==> run_1/wire_density.png <==
30 x 30 tiles, from dark blue (low) to red (high), scaled to the fullest tile. Values are wire area over tile area, all layers added.
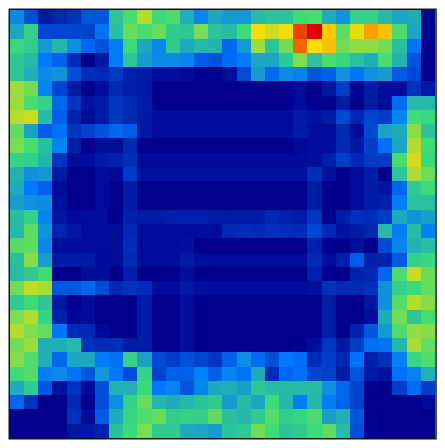
==> run_1/registers.png <==
Scale bar: 100 µm. Other sequential cells in the stronger grey, the rest of the logic in the fainter grey.
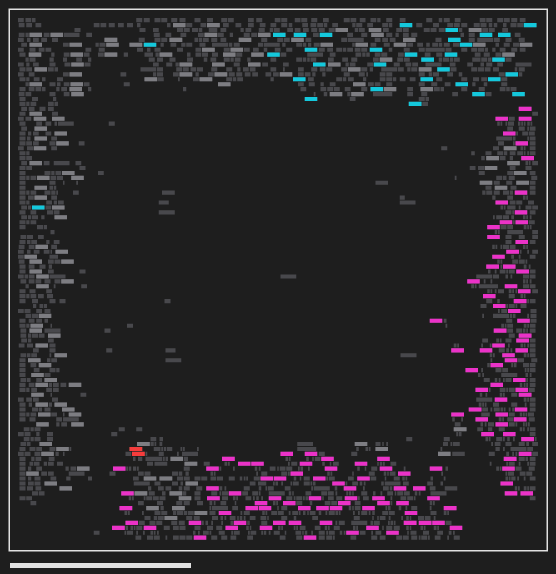
==> run_1/clock_map.png <==
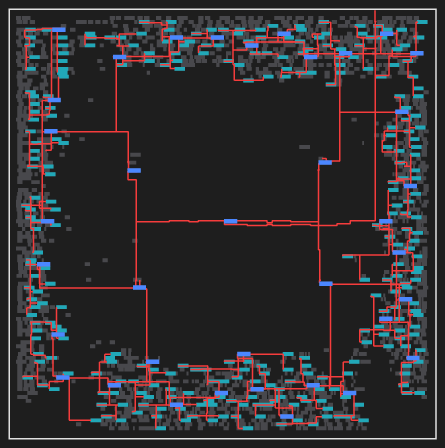
File: config.mk
export PLATFORM = sky130hd
export DESIGN_NAME = mem_miss_arbiter
export DESIGN_NICKNAME = d
export VERILOG_FILES = /design/src/rtl/mem_miss_arbiter.sv
export SDC_FILE = /design/constraint.sdc
export NUM_CORES = 1
export LEC_CHECK = 0
export ABC_AREA = 0
export CORE_AREA = 4 4 292 294
export DETAILED_ROUTE_END_ITERATION = 10
export DIE_AREA = 0 0 296 298
export RECOVER_POWER = 100
export SLEW_MARGIN = 0
export SYNTH_ARGS = -nofsm -noshare
export SYNTH_HDL_FRONTEND = slang
export SYNTH_SLANG_ARGS = --single-unit
export TNS_END_PERCENT = 50
File: constraint.sdc
create_clock -name clock -period 4.06 [get_ports clock]
set_input_delay 0.609 -clock clock [delete_from_list [all_inputs] [get_ports clock]]
set_output_delay 0.609 -clock clock [all_outputs]
set_load 0.01 [all_outputs]
File: src/rtl/mem_miss_arbiter.sv
// Memory miss arbiter: shares one memory request port between several cache
// miss requesters (client 0 = I$, client 1 = D$, more appended) with
// round-robin arbitration and a single outstanding memory transaction.
//
// Ports
//   clock, reset         : clock, synchronous active-high reset
//   cl_req_valid/addr/   : per-client miss request, held until the client's
//   is_store/data          response; addr/data packed with client k at slice k
//   cl_rsp_valid         : one-hot, one-cycle response pulse per client
//   cl_rsp_data          : response line, shared by all clients
//   mem_req_*            : memory request (valid/ready handshake + payload)
//   mem_rsp_valid/data   : memory response, one per request (stores included)
//   rsp_client_id        : index of the client currently owning the memory port
//   spurious_rsp         : sticky flag, memory response seen while not waiting
module mem_miss_arbiter #(
  parameter int unsigned NUM_CLIENTS = 2,
  parameter int unsigned ADDR_WIDTH  = 32,
  parameter int unsigned LINE_WIDTH  = 128
) (
  input  logic                              clock,
  input  logic                              reset,
  input  logic [NUM_CLIENTS-1:0]            cl_req_valid,
  input  logic [NUM_CLIENTS*ADDR_WIDTH-1:0] cl_req_addr,
  input  logic [NUM_CLIENTS-1:0]            cl_req_is_store,
  input  logic [NUM_CLIENTS*LINE_WIDTH-1:0] cl_req_data,
  output logic [NUM_CLIENTS-1:0]            cl_rsp_valid,
  output logic [LINE_WIDTH-1:0]             cl_rsp_data,
  output logic                              mem_req_valid,
  input  logic                              mem_req_ready,
  output logic [ADDR_WIDTH-1:0]             mem_req_addr,
  output logic                              mem_req_is_store,
  output logic [LINE_WIDTH-1:0]             mem_req_data,
  input  logic                              mem_rsp_valid,
  input  logic [LINE_WIDTH-1:0]             mem_rsp_data,
  output logic [((NUM_CLIENTS > 1) ? $clog2(NUM_CLIENTS) : 1)-1:0] rsp_client_id,
  output logic                              spurious_rsp
);

  localparam int unsigned ID_W = (NUM_CLIENTS > 1) ? $clog2(NUM_CLIENTS) : 1;

  typedef enum logic [1:0] {
    IDLE     = 2'd0,
    ISSUE    = 2'd1,
    WAIT_RSP = 2'd2
  } state_t;

  state_t                 state;
  logic [ID_W-1:0]        ptr;
  logic [NUM_CLIENTS-1:0] req_masked_c;
  logic [ID_W-1:0]        idx_c;
  logic [ID_W-1:0]        win_c;
  logic [ID_W-1:0]        ptr_nxt_c;
  logic                   any_c;

  // Round-robin pick: lowest requesting index at or after ptr, wrapping.
  // A client whose response pulses this cycle is masked so its still-high
  // request level is not granted a second time.
  always_comb begin
    req_masked_c = cl_req_valid & ~cl_rsp_valid;
    idx_c        = '0;
    win_c        = '0;
    any_c        = 1'b0;
    for (int unsigned i = 0; i < NUM_CLIENTS; i++) begin
      idx_c = ID_W'((32'(ptr) + i) % NUM_CLIENTS);
      if (!any_c && req_masked_c[idx_c]) begin
        any_c = 1'b1;
        win_c = idx_c;
      end
    end
    ptr_nxt_c = (win_c == ID_W'(NUM_CLIENTS - 1)) ? '0 : win_c + 1'b1;
  end

  // Control FSM; payload registers double as the memory request outputs.
  always_ff @(posedge clock) begin
    if (reset) begin
      state            <= IDLE;
      ptr              <= '0;
      mem_req_valid    <= 1'b0;
      mem_req_addr     <= '0;
      mem_req_is_store <= 1'b0;
      mem_req_data     <= '0;
      cl_rsp_valid     <= '0;
      cl_rsp_data      <= '0;
      rsp_client_id    <= '0;
      spurious_rsp     <= 1'b0;
    end else begin
      cl_rsp_valid <= '0;
      // A response is only expected while waiting; anything else is dropped.
      if (mem_rsp_valid && (state != WAIT_RSP)) begin
        spurious_rsp <= 1'b1;
      end
      case (state)
        IDLE: begin
          if (any_c) begin
            rsp_client_id    <= win_c;
            ptr              <= ptr_nxt_c;
            mem_req_addr     <= cl_req_addr[32'(win_c)*ADDR_WIDTH +: ADDR_WIDTH];
            mem_req_is_store <= cl_req_is_store[win_c];
            mem_req_data     <= cl_req_data[32'(win_c)*LINE_WIDTH +: LINE_WIDTH];
            mem_req_valid    <= 1'b1;
            state            <= ISSUE;
          end
        end
        ISSUE: begin
          if (mem_req_ready) begin
            mem_req_valid <= 1'b0;
            state         <= WAIT_RSP;
          end
        end
        WAIT_RSP: begin
          if (mem_rsp_valid) begin
            cl_rsp_valid <= NUM_CLIENTS'(1) << rsp_client_id;
            cl_rsp_data  <= mem_rsp_data;
            state        <= IDLE;
          end
        end
        default: begin
          mem_req_valid <= 1'b0;
          state         <= IDLE;
        end
      endcase
    end
  end

endmodule

==> flow_metrics.env, run 1 <==
# physical design summary
export IMPL_outcome="completed"
export IMPL_min_delay_path_depth=2
export IMPL_ys_seq_share_pct=55.3
export IMPL_design_area_um2=20700
export IMPL_buf_share_pct=37.3
export IMPL_critPathArrivalTime_ns=3.56
export IMPL_grt_pass1_vias=11066
export IMPL_muxShareOfSynthArea_pct=0.105
export IMPL_powerDensity_nw_per_um2=386
export IMPL_vias=11136
export IMPL_min_period_ns=3.08
export IMPL_report_final_slew_viol_count=0
export IMPL_pg_comb_w=0.00134
export IMPL_tns_ns=0
export IMPL_cts_buffers=37
export IMPL_max_cap_viol_count=0
export IMPL_initial_core_util_pct=13.0
export IMPL_power_leader="clock"
export IMPL_gp_congestion=0.833
export IMPL_drc=0
export IMPL_skew_ns=0.00928
export IMPL_avgSynthCellArea_um2=9.51
export IMPL_holdCritPathClass="reg -> reg"
export IMPL_wl_met3_um=5010
export IMPL_clock_power_share_pct=43.0
export IMPL_clkTransAtPathRegs_ns=0.05
export IMPL_yosysChipArea_um2=10700
export IMPL_min_to="cl_rsp_data[21]$_SDFFE_PP0P_"
export IMPL_synth_dominant_cell_count="dfxtp_1"
export IMPL_mostFrequentLayoutCells="453 x clkdlybuf4s50_1, 297 x dfxtp_1, 295 x dlygate4sd3_1, 260 x nand2_1"
export IMPL_dp_worst_setup_slack_ns=1.03
export IMPL_area_leaders="dfxtp_1 55%, a221o_1 15%, and2_1 9.4%"
export IMPL_dieWidth_um=296
export IMPL_seq_share_pct=28.7
export IMPL_powerSeq_w=0.00323
export IMPL_num_nonclk_buffers=780
export IMPL_slew_limit_headroom_pct=6.56
export IMPL_num_multi_input_gates=735
export IMPL_cts_hold_buffers=0
export IMPL_crit_path_start_kind="primary input"
export IMPL_syn_to_final_growth_pct=92.9
export IMPL_power_switching_w=0.00202
export IMPL_grt_usage_pct=11.0
export IMPL_critPathKind="in -> reg"
export IMPL_std_cell_rows=106
export IMPL_slowest_delay_ns=1.03
export IMPL_synth_nets=1586
export IMPL_met1_usage_pct=13.0
export IMPL_hold_slack_ns=0.447
export IMPL_top_area_share_pct=55.3
export IMPL_required_ns=4.54
export IMPL_drt_vias_per_instance=3.75
export IMPL_core_area_um2=82900
export IMPL_edf_count=0
export IMPL_dr_pass1_iters=5
export IMPL_die_h_um=298
export IMPL_grt_pass1_wl_um=73400
export IMPL_fin_crit_sh_pct=75.8
export IMPL_leakage_nw=8.21
export IMPL_syn_inst=1130
export IMPL_ys_types=24
export IMPL_clk_power_w=0.00344
export IMPL_synth_async_reset_ratio_pct=0
export IMPL_flop_area_um2=5950
export IMPL_yosysTopAreaCell="dfxtp_1"
export IMPL_taps=1080
export IMPL_intPower_w=0.00599
export IMPL_netlist_area_um2=10700
export IMPL_use_met2_pct=18.6
export IMPL_setup_violations=0
export IMPL_cts_root_buf="clkbuf_16"
export IMPL_critical_path_buf_inv_count=2
export IMPL_yosysWarnings=0
export IMPL_numSynthFlops=297
export IMPL_comb_area_share_pct=21.3
export IMPL_yosys_area_share_aoi_pct=21.7
export IMPL_ys_cells=1130
export IMPL_total_power_w=0.00801
export IMPL_numPortBuffers=749
export IMPL_hold_viol=0
export IMPL_seqPwrFrac_pct=40.3
export IMPL_io_pins=750
export IMPL_drtIter0Drc=578
export IMPL_ir_drop_mv=0.243
export IMPL_timing_reg2reg_setup_slack_ns=1.07
export IMPL_top_regs="cl_rsp_data: 128 flops, mem_req_data: 128 flops, mem_req_addr: 32 flops"
export IMPL_ys_sh_adder_pct=0
export IMPL_ctsResizeCount=0
export IMPL_fmax_mhz=325
export IMPL_ys_dominant_reg_cell="dfxtp_1"
export IMPL_antenna_found_initial=8
export IMPL_layout_cells_most_common="clkdlybuf4s50_1"
export IMPL_crit_fanout=17
export IMPL_top_layer="met5"
export IMPL_ant_nets=0
export IMPL_cts_tree="yes"
export IMPL_cp_slowest_cell="nor2_2"
export IMPL_fin_nets=2310
export IMPL_drive_gt1_share_pct=4.62
export IMPL_reg2regPathDepth=5
export IMPL_logic_family="AND-OR/OR-AND gates"
export IMPL_crit_start="cl_req_valid[1]"
export IMPL_dpl_cell_area_um2=19500
export IMPL_dpl_cell_count=2895
export IMPL_r2r_start="state[1]$_SDFFE_PP0P_"
export IMPL_crit_cells=6
export IMPL_htree_levels=2
export IMPL_rsz0062_at_grt="false"
export IMPL_switching_share_pct=25.2
export IMPL_diodes=4
export IMPL_clockBufferDepth=3
export IMPL_wirelength_um=52300
export IMPL_inv_count=3
export IMPL_utilization_pct=25.0
## Picture notes: wire_density.png
nearly empty tiles = 22%
densest ninth of the die = upper right
mean over tiles = 0.098
emptiest ninth of the die = centre
fullest tile = 0.51
tiles over half the peak = 10%

## Picture notes: registers.png
magenta -> cl_rsp_data  # placed flops 128
cyan -> mem_req_addr  # placed flops 32
red -> cl_rsp_valid  # placed flops 2
not coloured = 135

## Picture notes: clock_map.png
red -> clock wires  # length 5000 µm
blue -> cells driving clock nets  # count 37
cyan -> flip-flops  # count 297
flops lie = widely spread
routed clock nets = 38

==> run_1/drive_strength.png <==
Scale bar: 100 µm.
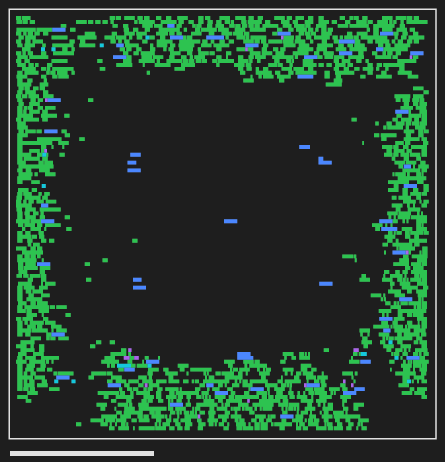

--- run 2 (diff from run 1) ---
--- a/config.mk
+++ b/config.mk
@@ -6,9 +6,9 @@
 export NUM_CORES = 1
 export LEC_CHECK = 0
 export ABC_AREA = 0
-export CORE_AREA = 4 4 292 294
+export CORE_AREA = 4 4 287 289
 export DETAILED_ROUTE_END_ITERATION = 10
-export DIE_AREA = 0 0 296 298
+export DIE_AREA = 0 0 291 293
 export RECOVER_POWER = 100
 export SLEW_MARGIN = 0
 export SYNTH_ARGS = -nofsm -noshare
==> constraint.sdc (replaced) <==
create_clock -name clock -period 2.9 [get_ports clock]
set_input_delay 0.435 -clock clock [delete_from_list [all_inputs] [get_ports clock]]
set_output_delay 0.435 -clock clock [all_outputs]
set_load 0.01 [all_outputs]
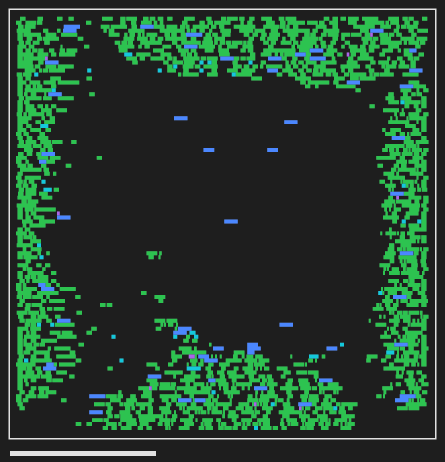
(run_2/drive_strength.png)
Scale bar: 100 µm.
purple -> drive 2  # cells 9, share 0.47%, most used clkinv_2
green -> drive 1 or less  # cells 1788, share 94%, most used clkdlybuf4s50_1
blue -> drive 6 and up  # cells 57, share 3.0%, most used clkbuf_16
cyan -> drive 3 to 4  # cells 41, share 2.2%, most used buf_4

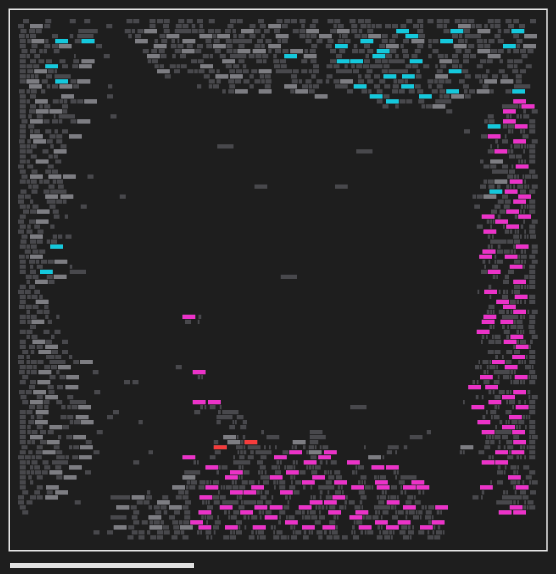
(run_2/registers.png)
Scale bar: 100 µm. Other sequential cells in the stronger grey, the rest of the logic in the fainter grey.
red -> cl_rsp_valid  # placed flops 2
magenta -> cl_rsp_data  # placed flops 128
cyan -> mem_req_addr  # placed flops 32, where a horizontal strip, top
not coloured = 135

==> run 2 against run 1 <==
  * Worst hold slack worse by 0.25 ns
  * Final area up 0.79%
  * Sequential power up about 40%
  * Count of clock-buffer cells in the layout up 1
  * Synthesized cell count unchanged
  * Power up 40%
  * Sequential share of layout area down 0.22 points
  * Critical endpoint is now mem_req_data[47]$_SDFFE_PP0P_
  * Largest cell class unchanged
==> flow_metrics.env, run 2 <==
# physical design summary
export IMPL_outcome="completed"
export IMPL_drtIter0Drc=353
export IMPL_numSynthFlops=297
export IMPL_powerSeq_w=0.00453
export IMPL_flop_area_um2=5950
export IMPL_cts_tree="yes"
export IMPL_synth_nets=1586
export IMPL_synth_dominant_cell_count="dfxtp_1"
export IMPL_ys_sh_adder_pct=0
export IMPL_fin_nets=2327
export IMPL_dp_worst_setup_slack_ns=0.294
export IMPL_min_delay_path_depth=2
export IMPL_num_nonclk_buffers=797
export IMPL_critPathArrivalTime_ns=2.92
export IMPL_wirelength_um=51300
export IMPL_hold_slack_ns=0.202
export IMPL_leakage_nw=8.34
export IMPL_grt_pass1_vias=11227
export IMPL_intPower_w=0.00845
export IMPL_top_regs="cl_rsp_data: 128 flops, mem_req_data: 128 flops, mem_req_addr: 32 flops"
export IMPL_seqPwrFrac_pct=40.5
export IMPL_ys_dominant_reg_cell="dfxtp_1"
export IMPL_use_met2_pct=18.9
export IMPL_syn_to_final_growth_pct=94.4
export IMPL_tns_ns=0
export IMPL_r2r_start="state[1]$_SDFFE_PP0P_"
export IMPL_min_period_ns=2.44
export IMPL_drt_vias_per_instance=3.77
export IMPL_crit_cells=7
export IMPL_buf_share_pct=38.1
export IMPL_initial_core_util_pct=13.5
export IMPL_crit_start="cl_req_valid[1]"
export IMPL_power_leader="clock"
export IMPL_top_layer="met4"
export IMPL_io_pins=750
export IMPL_ant_nets=0
export IMPL_power_switching_w=0.00273
export IMPL_avgSynthCellArea_um2=9.51
export IMPL_setup_violations=0
export IMPL_logic_family="AND-OR/OR-AND gates"
export IMPL_mostFrequentLayoutCells="453 x clkdlybuf4s50_1, 297 x dfxtp_1, 295 x dlygate4sd3_1, 260 x nand2_1"
export IMPL_fmax_mhz=410
export IMPL_switching_share_pct=24.4
export IMPL_clkTransAtPathRegs_ns=0.06
export IMPL_clock_power_share_pct=42.4
export IMPL_reg2regPathDepth=5
export IMPL_yosys_area_share_aoi_pct=21.7
export IMPL_cts_buffers=37
export IMPL_drive_gt1_share_pct=5.65
export IMPL_ys_seq_share_pct=55.3
export IMPL_top_area_share_pct=55.3
export IMPL_diodes=3
export IMPL_vias=11161
export IMPL_yosysWarnings=0
export IMPL_std_cell_rows=104
export IMPL_crit_fanout=34
export IMPL_dpl_cell_count=2892
export IMPL_muxShareOfSynthArea_pct=0.105
export IMPL_report_final_slew_viol_count=0
export IMPL_cp_slowest_cell="dlygate4sd3_1"
export IMPL_skew_ns=0.0153
export IMPL_grtUsageMet3_pct=3.98
export IMPL_taps=1060
export IMPL_dpl_cell_area_um2=19700
export IMPL_total_power_w=0.0112
export IMPL_drc=0
export IMPL_powerDensity_nw_per_um2=535
export IMPL_yosysTopAreaCell="dfxtp_1"
export IMPL_cts_hold_buffers=0
export IMPL_numPortBuffers=749
export IMPL_rsz0062_at_grt="false"
export IMPL_pg_comb_w=0.00191
export IMPL_holdCritPathClass="in -> reg"
export IMPL_grt_pass1_wl_um=74100
export IMPL_utilization_pct=26.2
export IMPL_crit_chain="dlygate4sd3_1 > nor4b_1 > o21ai_0 > nor2_4 > clkbuf_4 > clkbuf_1 > a221o_1"
export IMPL_clk_power_w=0.00475
export IMPL_grt_usage_pct=11.3
export IMPL_inv_count=3
export IMPL_hold_viol=0
export IMPL_seq_share_pct=28.5
export IMPL_netlist_area_um2=10700
export IMPL_slowest_delay_ns=0.71
export IMPL_syn_inst=1130
export IMPL_dr_pass1_iters=5
export IMPL_min_to="rsp_client_id$_SDFFE_PP0P_"
export IMPL_dieWidth_um=291
export IMPL_design_area_um2=20900
export IMPL_layout_cells_most_common="clkdlybuf4s50_1"
export IMPL_critPathKind="in -> reg"
export IMPL_htree_levels=2
export IMPL_critical_path_buf_inv_count=3
export IMPL_gp_congestion=0.813
export IMPL_ys_types=24
export IMPL_core_area_um2=79900
export IMPL_area_leaders="dfxtp_1 55%, a221o_1 15%, and2_1 9.4%"
export IMPL_fin_cells=2958
export IMPL_ctsResizeCount=0
export IMPL_clockBufferDepth=3
export IMPL_die_h_um=293
export IMPL_crit_path_start_kind="primary input"
==> run_2/wire_density.png <==
29 x 29 tiles, from dark blue (low) to red (high), scaled to the fullest tile. Values are wire area over tile area, all layers added.
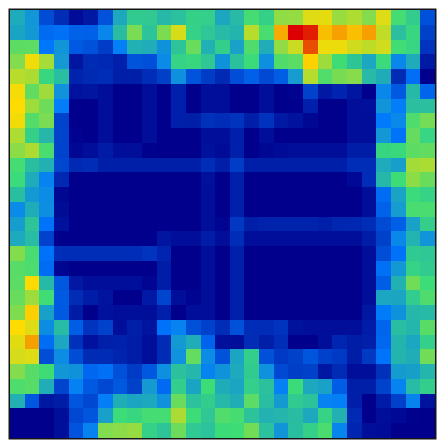

--- run 3 (diff from run 2) ---
--- a/config.mk
+++ b/config.mk
@@ -6,9 +6,9 @@
 export NUM_CORES = 1
 export LEC_CHECK = 0
 export ABC_AREA = 0
-export CORE_AREA = 4 4 287 289
+export CORE_AREA = 4 4 291 293
 export DETAILED_ROUTE_END_ITERATION = 10
-export DIE_AREA = 0 0 291 293
+export DIE_AREA = 0 0 295 297
 export RECOVER_POWER = 100
 export SLEW_MARGIN = 0
 export SYNTH_ARGS = -nofsm -noshare
==> constraint.sdc (replaced) <==
create_clock -name clock -period 2.24 [get_ports clock]
set_input_delay 0.336 -clock clock [delete_from_list [all_inputs] [get_ports clock]]
set_output_delay 0.336 -clock clock [all_outputs]
set_load 0.01 [all_outputs]
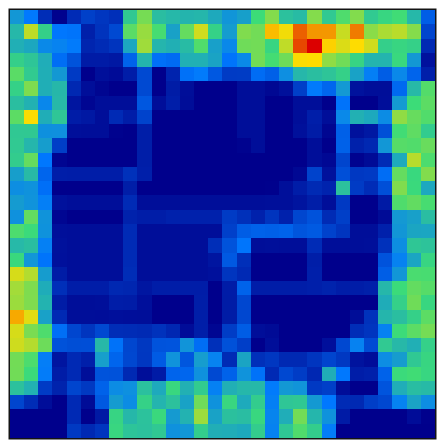
(run_3/wire_density.png)
30 x 30 tiles, from dark blue (low) to red (high), scaled to the fullest tile. Values are wire area over tile area, all layers added.
densest ninth of the die = upper right
nearly empty tiles = 20%
mean over tiles = 0.10
fullest tile = 0.49
tiles over half the peak = 11%
emptiest ninth of the die = centre

==> run 3 against run 2 <==
  * Count of clock-buffer cells in the layout grew 7
  * Power grew 30%
  * Sequential cell count unchanged
  * Area after synthesis unchanged
  * Global-route usage is essentially flat
  * Critical path type is now reg -> reg
  * Setup slack lost 0.34 ns
  * Via count is 0.75% higher
  * Clock skew increased by 0.0011 ns
  * Sequential power up 29%
  * Combinational power up 31%
==> flow_metrics.env, run 3 <==
# physical design summary
export IMPL_logic_family="AND-OR/OR-AND gates"
export IMPL_report_final_slew_viol_count=0
export IMPL_synth_nets=1586
export IMPL_intPower_w=0.0109
export IMPL_clk_share_pct=5.88
export IMPL_leakage_nw=8.36
export IMPL_wl_per_cell_um=17.8
export IMPL_comb_area_share_pct=21.1
export IMPL_top_area_share_pct=55.3
export IMPL_gp_congestion=0.866
export IMPL_required_ns=2.73
export IMPL_min_to="rsp_client_id$_SDFFE_PP0P_"
export IMPL_max_cap_viol_count=0
export IMPL_inv_count=3
export IMPL_flop_area_um2=5950
export IMPL_top_regs="cl_rsp_data: 128 flops, mem_req_data: 128 flops, mem_req_addr: 32 flops"
export IMPL_wirelength_um=53000
export IMPL_cts_buffers=38
export IMPL_overflow=0
export IMPL_taps=1070
export IMPL_critPathArrivalTime_ns=2.61
export IMPL_yosys_area_share_aoi_pct=21.7
export IMPL_grtUsageMet3_pct=3.92
export IMPL_crit_fanout=38
export IMPL_fmax_mhz=472
export IMPL_yosysTopAreaCell="dfxtp_1"
export IMPL_netlist_area_um2=10700
export IMPL_grt_max_degree=130
export IMPL_fin_crit_sh_pct=94.7
export IMPL_dpl_cell_count=2909
export IMPL_skew_ns=0.0164
export IMPL_yosysChipArea_um2=10700
export IMPL_muxShareOfSynthArea_pct=0.105
export IMPL_clkTransAtPathRegs_ns=0.06
export IMPL_wl_met3_um=5010
export IMPL_num_multi_input_gates=735
export IMPL_utilization_pct=25.7
export IMPL_clockBufferDepth=3
export IMPL_seqPwrFrac_pct=40.3
export IMPL_r2r_start="state[1]$_SDFFE_PP0P_"
export IMPL_grt_pass1_wl_um=74700
export IMPL_grt_usage_pct=11.3
export IMPL_dpl_cell_area_um2=19800
export IMPL_layout_setup_ws_ns=0.120
export IMPL_cts_tree="yes"
export IMPL_clk_power_w=0.00615
export IMPL_ys_cells=1130
export IMPL_drc=0
export IMPL_initial_core_util_pct=13.1
export IMPL_cp_top_family="simple AND/OR/NAND/NOR gates"
export IMPL_dr_pass1_iters=5
export IMPL_crit_path_start_kind="flop"
export IMPL_timing_reg2reg_setup_slack_ns=0.12
export IMPL_syn_inst=1130
export IMPL_slowest_delay_ns=0.56
export IMPL_dieWidth_um=295
export IMPL_fin_nets=2335
export IMPL_drive_gt1_share_pct=6.04
export IMPL_critical_path_buf_inv_count=2
export IMPL_rsz0062_at_grt="false"
export IMPL_tns_ns=0
export IMPL_outcome="completed"
export IMPL_use_met2_pct=19.3
export IMPL_top_layer="met5"
export IMPL_pwr_share_comb_pct=17.3
export IMPL_fill_cells=8795
export IMPL_power_leader="clock"
export IMPL_slew_limit_headroom_pct=51.4
export IMPL_std_cell_rows=105
export IMPL_die_h_um=297
export IMPL_yosysWarnings=0
export IMPL_hold_slack_ns=0.105
export IMPL_dp_worst_setup_slack_ns=-0.213
export IMPL_dieArea_um2=87600
export IMPL_synth_simple_area_share_pct=19.2
export IMPL_crit_chain="or4b_4 > a311oi_2 > buf_12 > buf_12 > and2_0 > a221o_1"
export IMPL_m1WireLength_um=21400
export IMPL_met1_usage_pct=13.3
export IMPL_avgSynthCellArea_um2=9.51
export IMPL_rr_endpoint="mem_req_data[95]$_SDFFE_PP0P_"
export IMPL_holdCritPathClass="in -> reg"
export IMPL_reg2regPathDepth=6
export IMPL_numPortBuffers=749
export IMPL_cts_hold_buffers=0
export IMPL_wl_met2_um=25200
export IMPL_switching_share_pct=25.0
export IMPL_powerDensity_nw_per_um2=691
export IMPL_diodes=2
export IMPL_buf_share_pct=38.3
export IMPL_ys_dominant_reg_cell="dfxtp_1"
export IMPL_critPathKind="reg -> reg"
export IMPL_syn_to_final_growth_pct=95.5
export IMPL_pg_comb_w=0.00250
export IMPL_drtIter0Drc=616
export IMPL_ant_nets=0
export IMPL_ys_seq_share_pct=55.3
export IMPL_ir_drop_mv=0.402
export IMPL_synth_async_reset_ratio_pct=0
export IMPL_cts_root_buf="clkbuf_16"
export IMPL_edf_count=0
export IMPL_numSynthFlops=297
export IMPL_total_power_w=0.0145
export IMPL_layout_cells_most_common="clkdlybuf4s50_1"
export IMPL_seq_share_pct=28.3
export IMPL_mostFrequentLayoutCells="454 x clkdlybuf4s50_1, 297 x dfxtp_1, 294 x dlygate4sd3_1, 260 x nand2_1, 161 x a221o_1"
export IMPL_design_area_um2=21000
export IMPL_ys_types=24
export IMPL_io_pins=750
export IMPL_min_period_ns=2.12
export IMPL_core_area_um2=81800
export IMPL_setup_violations=0
export IMPL_hold_viol=0
export IMPL_tightest_slew_ns=0.729
export IMPL_power_switching_w=0.00363
export IMPL_clk_latency_ns=0.55
export IMPL_fin_cells=2976
export IMPL_grt_pass1_vias=11163
export IMPL_crit_cells=6
export IMPL_drt_vias_per_instance=3.78
export IMPL_powerSeq_w=0.00585
export IMPL_ctsResizeCount=0
export IMPL_htree_levels=2
export IMPL_crit_start="state[1]$_SDFFE_PP0P_"
export IMPL_cp_slowest_cell="or4b_4"
export IMPL_antenna_found_initial=7
export IMPL_num_nonclk_buffers=804
export IMPL_clock_power_share_pct=42.4
export IMPL_area_leaders="dfxtp_1 55%, a221o_1 15%, and2_1 9.4%"
export IMPL_ys_sh_adder_pct=0
export IMPL_synth_dominant_cell_count="dfxtp_1"
export IMPL_vias=11245
export IMPL_min_delay_path_depth=2
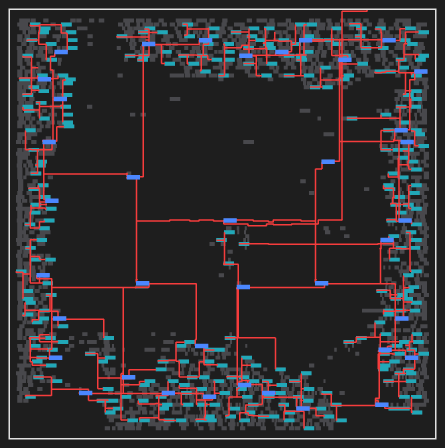
(run_3/clock_map.png)
red -> clock wires  # length 5290 µm
blue -> cells driving clock nets  # count 38
cyan -> flip-flops  # count 297
routed clock nets = 39
flops lie = widely spread

No activity file was given, so power comes from the tool's default toggle rates.
